**src/rtl/hack_pkg.sv**
```systemverilog
// Shared definitions for the Hack data-memory arbiter.
// Holds the read-return owner encoding and the default bus widths.
package hack_pkg;

    localparam int HACK_ADDR_W = 15;
    localparam int HACK_DATA_W = 16;

    typedef enum logic [1:0] {
        OWN_NONE = 2'd0,
        OWN_CPU  = 2'd1,
        OWN_DMA  = 2'd2
    } owner_t;

endpackage

```
**src/rtl/arb_starve_cnt.sv**
```systemverilog
// Saturating count of consecutive cycles the secondary master was denied.
// sat marks the cycle in which that master must win the next arbitration.
module arb_starve_cnt #(
    parameter int MAX_WAIT = 4
) (
    input  logic       clk,
    input  logic       reset,
    input  logic       inc,
    input  logic       clr,
    output logic [3:0] cnt,
    output logic       sat
);

    localparam logic [3:0] MAX_CNT = 4'(MAX_WAIT);

    // NOTE: sequential state uses non-blocking assignments so that every
    // register samples the values present before the clock edge.
    always_ff @(posedge clk) begin
        if (reset) begin
            cnt <= 4'd0;
        end else if (clr) begin
            cnt <= 4'd0;
        end else if (inc && cnt != MAX_CNT) begin
            cnt <= cnt + 4'd1;
        end
    end

    assign sat = (cnt == MAX_CNT);

endmodule

```
**src/rtl/hack_mem_arbiter.sv**
```systemverilog
// Shares the single-port data RAM between the Hack CPU and one DMA master.
// CPU has fixed priority, except that a starved DMA request wins one grant.
module hack_mem_arbiter
    import hack_pkg::*;
#(
    parameter int MAX_WAIT = 4,
    parameter int ADDR_W   = HACK_ADDR_W,
    parameter int DATA_W   = HACK_DATA_W
) (
    input  logic              clk,
    input  logic              reset,
    input  logic              cpu_req,
    input  logic              cpu_wr,
    input  logic [ADDR_W-1:0] cpu_addr,
    input  logic [DATA_W-1:0] cpu_din,
    output logic [DATA_W-1:0] cpu_dout,
    output logic              cpu_stall,
    input  logic              dma_req,
    input  logic              dma_wr,
    input  logic [ADDR_W-1:0] dma_addr,
    input  logic [DATA_W-1:0] dma_din,
    output logic              dma_ready,
    output logic              dma_rvalid,
    output logic [DATA_W-1:0] dma_dout,
    output logic              ram_wr,
    output logic [ADDR_W-1:0] ram_addr,
    output logic [DATA_W-1:0] ram_din,
    input  logic [DATA_W-1:0] ram_dout
);

    logic [3:0]        wait_cnt;
    logic              sat;
    logic              grant_cpu;
    logic              grant_dma;
    owner_t            owner;
    owner_t            owner_next;
    logic [DATA_W-1:0] cpu_rd_hold;
    logic [DATA_W-1:0] dma_rd_hold;
    logic              ret_cpu;
    logic              ret_dma;

    // NOTE: every signal assigned in always_comb gets a default first, so no
    // path through the block leaves it unassigned and no latch is inferred.
    always_comb begin
        grant_cpu = 1'b0;
        grant_dma = 1'b0;
        if (!reset) begin
            if (dma_req && sat) begin
                grant_dma = 1'b1;
            end else if (cpu_req) begin
                grant_cpu = 1'b1;
            end else if (dma_req) begin
                grant_dma = 1'b1;
            end
        end
    end

    assign cpu_stall = !reset && cpu_req && !grant_cpu;
    assign dma_ready = grant_dma;

    // Idle cycles park the RAM address on the CPU port.
    always_comb begin
        ram_wr   = 1'b0;
        ram_addr = cpu_addr;
        ram_din  = cpu_din;
        if (grant_dma) begin
            ram_wr   = dma_wr;
            ram_addr = dma_addr;
            ram_din  = dma_din;
        end else if (grant_cpu) begin
            ram_wr = cpu_wr;
        end
    end

    arb_starve_cnt #(
        .MAX_WAIT (MAX_WAIT)
    ) u_starve_cnt (
        .clk   (clk),
        .reset (reset),
        .inc   (!reset && dma_req && !grant_dma),
        .clr   (grant_dma),
        .cnt   (wait_cnt),
        .sat   (sat)
    );

    always_ff @(posedge clk) begin
        if (reset) begin
            owner <= OWN_NONE;
        end else begin
            owner <= owner_next;
        end
    end

    always_comb begin
        owner_next = OWN_NONE;
        if (grant_cpu && !cpu_wr) begin
            owner_next = OWN_CPU;
        end else if (grant_dma && !dma_wr) begin
            owner_next = OWN_DMA;
        end
    end

    // A return already in flight when reset rises is dropped, not delivered.
    assign ret_cpu = (owner == OWN_CPU) && !reset;
    assign ret_dma = (owner == OWN_DMA) && !reset;

    always_ff @(posedge clk) begin
        if (reset) begin
            cpu_rd_hold <= '0;
            dma_rd_hold <= '0;
        end else begin
            if (ret_cpu) begin
                cpu_rd_hold <= ram_dout;
            end
            if (ret_dma) begin
                dma_rd_hold <= ram_dout;
            end
        end
    end

    assign cpu_dout   = ret_cpu ? ram_dout : cpu_rd_hold;
    assign dma_rvalid = ret_dma;
    assign dma_dout   = ret_dma ? ram_dout : dma_rd_hold;

endmodule

```
**config.mk**
```make
export PLATFORM = sky130hd
export DESIGN_NAME = hack_mem_arbiter
export DESIGN_NICKNAME = d
export VERILOG_FILES = /design/src/rtl/hack_pkg.sv /design/src/rtl/arb_starve_cnt.sv /design/src/rtl/hack_mem_arbiter.sv
export SDC_FILE = /design/constraint.sdc
export NUM_CORES = 1
export LEC_CHECK = 0
export CORE_MARGIN = 3
export CORE_UTILIZATION = 37
export DETAILED_ROUTE_END_ITERATION = 16
export GPL_TIMING_DRIVEN = 1
export PLACE_DENSITY = 0.83
export SYNTH_ARGS = -nofsm -noshare
export SYNTH_HDL_FRONTEND = slang
export SYNTH_SLANG_ARGS = --single-unit
```
**constraint.sdc**
```tcl
create_clock -name clk -period 2.95 [get_ports clk]
set_clock_uncertainty 0.2 [all_clocks]
set_input_delay 0.295 -clock clk [delete_from_list [all_inputs] [get_ports clk]]
set_output_delay 0.295 -clock clk [all_outputs]
set_load 0.01 [all_outputs]
```
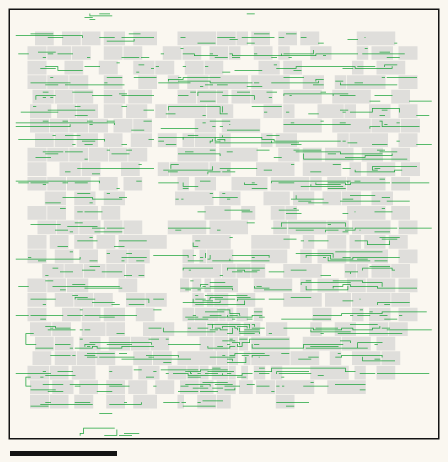
Fig. 1. Signal wires on met1.
Scale bar: 20 um. Cells faint in the background.
nets with wire on the layer = 351
main direction = horizontal
share of all routed wire = 34%
global routing met1 resource utilization: 18.4%
total wire length: 6.25 mm
detailed-route via count: 1929

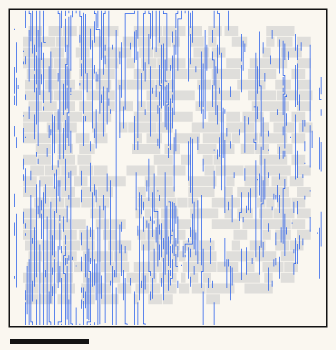
Fig. 2. Signal wires on met2.
Scale bar: 20 um. Cells faint in the background.
longest straight run = 62.6 um
nets with wire on the layer = 387
wire length on this layer = 3320 um
share of all routed wire = 53%
met2 demand-to-capacity share in global routing: 35.3%

==> report_table.html <==
<!-- implementation run metrics -->
<table>
<tr><th>Metric</th><th>Value</th></tr>
<tr><th colspan="2">Routing</th></tr>
<tr><td>Number of antenna-violating nets in the routed design</td><td>0</td></tr>
<tr><td>Iteration count of the initial detailed-routing pass</td><td>4</td></tr>
<tr><td>Ratio of routed vias to standard cells</td><td>4.73</td></tr>
<tr><td>1st-iter DRT viols</td><td>32</td></tr>
<tr><td>Remaining DRCs</td><td>0</td></tr>
<tr><td>Avg WL per Cell</td><td>15.3 um</td></tr>
<tr><th colspan="2">Clock tree</th></tr>
<tr><td>TritonCTS clock tree</td><td>built</td></tr>
<tr><td>Clock slew at the register clock pins of the worst setup and hold paths</td><td>0.06 ns</td></tr>
<tr><td>Hold buffer count at CTS</td><td>0</td></tr>
<tr><td>Library cell used as clock root buffer</td><td>clkbuf_8</td></tr>
<tr><td>TritonCTS Buffers</td><td>5</td></tr>
<tr><td>Clock insertion delay at the later pin of the skew report</td><td>0.28 ns</td></tr>
<tr><td>CTS HTree Levels</td><td>2</td></tr>
<tr><td>Clk buf depth</td><td>2</td></tr>
<tr><td>Count of clock tree sinks</td><td>38</td></tr>
<tr><th colspan="2">Synthesis</th></tr>
<tr><td>Proportion of synthesized chip area in sequential cells</td><td>37.4%</td></tr>
<tr><td>Count of instantiated cells in the yosys netlist</td><td>179</td></tr>
<tr><td>Instance tally after logic synthesis</td><td>179</td></tr>
<tr><td>Post-synth ARST share</td><td>0%</td></tr>
<tr><td>Synth Area per Inst</td><td>11.4 um^2</td></tr>
<tr><td>Synth warn</td><td>0</td></tr>
<tr><td>Register bit count reported by yosys</td><td>38</td></tr>
<tr><td>Post-synthesis net count</td><td>265</td></tr>
<tr><td>Most used flip-flop cell after synthesis</td><td>dfxtp_1</td></tr>
<tr><td>Tally of unique sky130hd cells used after synthesis</td><td>29</td></tr>
<tr><td>Post-synth tally of flip-flops with integrated enable</td><td>0</td></tr>
<tr><td>Area of the synthesized netlist per yosys stat</td><td>2030 um^2</td></tr>
<tr><td>Cell area after technology mapping</td><td>2030 um^2</td></tr>
<tr><th colspan="2">Setup path</th></tr>
<tr><td>Startpoint of the worst-slack reg-to-reg timing path</td><td>u_starve_cnt.cnt[0]</td></tr>
<tr><td>Startpoint types</td><td>flop</td></tr>
<tr><td>R2R Path End</td><td>owner[0]</td></tr>
<tr><td>Category of the worst setup path capture point</td><td>primary output</td></tr>
<tr><td>Worst EP arrival</td><td>2.36 ns</td></tr>
<tr><td>Worst-case reg-to-reg path depth</td><td>6</td></tr>
<tr><td>Worst R2R Setup Slack</td><td>1.19 ns</td></tr>
<tr><td>Crit path required time</td><td>2.46 ns</td></tr>
<tr><td>Maximum fanout encountered on the critical timing path</td><td>16</td></tr>
<tr><td>Critical path type</td><td>flop to primary output</td></tr>
<tr><th colspan="2">Job</th></tr>
<tr><td>Max capacitance violation total</td><td>0</td></tr>
<tr><td>Total tool warning count</td><td>27</td></tr>
<tr><th colspan="2">Hold path</th></tr>
<tr><td>Hold path depth</td><td>2</td></tr>
<tr><td>Hold worst-path end</td><td>u_starve_cnt.cnt[0]</td></tr>
<tr><td>Tightest Hold Check Type</td><td>flop to flop</td></tr>
<tr><td>Worst Hold Launch</td><td>u_starve_cnt.cnt[0]</td></tr>
<tr><th colspan="2">Pwr</th></tr>
<tr><td>Worst supply voltage drop on vdd</td><td>170 uV</td></tr>
<tr><td>Leakage power</td><td>1.56 nW</td></tr>
<tr><td>Total power density per cell area</td><td>314 nW/um^2</td></tr>
<tr><th colspan="2">Timing</th></tr>
<tr><td>Final Setup Violations</td><td>0</td></tr>
<tr><td>Least-Margin Pin Slew</td><td>0.347 ns</td></tr>
<tr><td>F_max</td><td>350 MHz</td></tr>
<tr><td>Tcrit/Tclk final</td><td>96.8%</td></tr>
<tr><td>Minimum hold slack</td><td>0.302 ns</td></tr>
<tr><td>Final Hold Violating Endpoints</td><td>0</td></tr>
<tr><td>Worst-case headroom to the max-slew limit</td><td>76.5%</td></tr>
<tr><td>Final min period</td><td>2.86 ns</td></tr>
<tr><td>Final Max Slew Viols</td><td>0</td></tr>
<tr><td>Aggregate negative setup slack</td><td>0 ns</td></tr>
<tr><th colspan="2">Floorplanning</th></tr>
<tr><td>Core area</td><td>5200 um^2</td></tr>
<tr><td>Row cnt</td><td>26</td></tr>
<tr><td>Overall die width</td><td>80.1 um</td></tr>
<tr><td>Floorplan utilization</td><td>39.1%</td></tr>
<tr><td>Die extent in y</td><td>80.1 um</td></tr>
<tr><td>Top-level port count</td><td>151</td></tr>
<tr><td>Total die size</td><td>6420 um^2</td></tr>
<tr><th colspan="2">Final layout</th></tr>
<tr><td>Area taken by flip-flops and latches</td><td>761 um^2</td></tr>
<tr><td>Logic area</td><td>1180 um^2</td></tr>
<tr><td>Syn-to-layout area delta</td><td>86.6%</td></tr>
<tr><td>Fraction of final layout cells sized beyond drive strength 1</td><td>25.1%</td></tr>
<tr><td>Most common cell after layout, fill and taps aside</td><td>clkdlybuf4s50_1</td></tr>
<tr><td>Cell Count, Final, Fillers Out</td><td>408</td></tr>
<tr><td>Count of antenna diodes in the layout</td><td>0</td></tr>
<tr><td>Fill cells</td><td>410</td></tr>
<tr><td>Final #Nets</td><td>425</td></tr>
<tr><td>Top cells excl fill/tap</td><td>141 x clkdlybuf4s50_1, 53 x mux2_2, 38 x dfxtp_1</td></tr>
<tr><th colspan="2">GRT</th></tr>
<tr><td>Total congestion overflow</td><td>0</td></tr>
<tr><td>First-pass GRT wire length</td><td>9.43 mm</td></tr>
<tr><td>Maximum number of pins on one net before global-route repair</td><td>34</td></tr>
<tr><td>Overall global routing resource usage</td><td>18.9%</td></tr>
<tr><td>Vias in the first global route</td><td>1974</td></tr>
<tr><td>Number of antenna violations at the first check in global routing</td><td>0</td></tr>
<tr><th colspan="2">Place</th></tr>
<tr><td>Global placement routability congestion</td><td>0.773</td></tr>
<tr><td>I/O Buffers</td><td>150</td></tr>
<tr><td>Placed Cells</td><td>398</td></tr>
<tr><td>Final HPWL DP</td><td>5.02 mm</td></tr>
<tr><th colspan="2">Run status</th></tr>
<tr><td>Result of the run</td><td>complete, no violations</td></tr>
</table>
==> layout make-up <==
type	instances	share of cell area (%)
Clock buffer	6	2.18
Inverter	6	0.594
Multi-Input combinational cell	125	31.0
Sequential cell	38	20.1
Tap cell	70	2.31
Timing Repair Buffer	163	43.9
==> critical path, stage by stage, from the launching register on <==
cell             delay [ns]
dfxtp_1                0.34
inv_1                  0.08
ha_1                   0.19
nand3b_1               0.18
a21oi_4                0.24
clkbuf_16              0.21
mux2_2                 0.33
clkdlybuf4s50_1        0.49
==> where the power goes <==
part           leakage (nW)  switching [mW]  internal, mW
clock                0.0431           0.160         0.180
sequential            0.307         0.00374         0.522
combinational          1.21           0.102         0.223
total                  1.56           0.265         0.925
==> registers in the layout, summed over array words and instances, names as in the netlist <==
name	count
u_starve_cnt.cnt	4
cpu_rd_hold	16
owner	2
dma_rd_hold	16
==> Yosys cell counts, drive strengths merged, types with 2 or more instances <==
cell type,count,area (um^2)
clkbuf,3,11.3
nand2,4,15.0
mux2,63,743
dfxtp,38,761
nand2b,2,12.5
ha,2,25.0
nand3,2,10.0
and2,33,206
nand4,2,12.5
a21oi,5,28.8
inv,6,22.5
buf,7,70.1
nor3b,2,37.5
==> timing repair <==
| action | CTS | global route |
|---|---|---|
| gates resized | 0 | 10 |
| setup endpoints to repair | 0 | 31 |
| buffers inserted | 0 | 3 |
==> worst max-delay path by stage <==
stage,startpoint,end,slack [ns],cells past startpoint
final,u_starve_cnt.cnt[0],ram_addr[6],0.09,7
after global routing,u_starve_cnt.cnt[0],ram_addr[6],-0.02,7
after CTS,u_starve_cnt.cnt[0],ram_din[3],0.01,7
after detailed placement,reset,dma_dout[1],0.17,6
after global placement,dma_req,ram_din[8],0.19,6
after floorplan,u_starve_cnt.cnt[0],ram_addr[10],0.87,6
==> metrics by stage <==
stage                     util (%)  instance area, um^2  setup slack (ns)  power (mW)
final                         72.9                 3790            0.0947        1.19
after global routing          72.9                 3790           -0.0241        1.24
after CTS                     71.4                 3720           0.00979        1.20
after detailed placement      69.8                 3630             0.169       0.862
after global placement        69.8                 3630             0.189       0.858
after floorplan                  -                 2030             0.873       0.647
==> metal layers <==
metal / up-vias / wire length (um) / track usage, %
li1: 938 / - / -
met1: 886 / 2110 / 18.4
met2: 99 / 3320 / 35.3
met3: 6 / 767 / 9.87
met4: 0 / 40 / 3.55
met5: - / 0 / 0
==> cells by family after synthesis <==
group / synth area share, %
mux: 36.6
simple gates: 17.1
flops: 37.4
buf+inv: 5.11
compound gates: 2.59
fa+ha+maj: 1.23
Power and IR drop assume default switching activity.
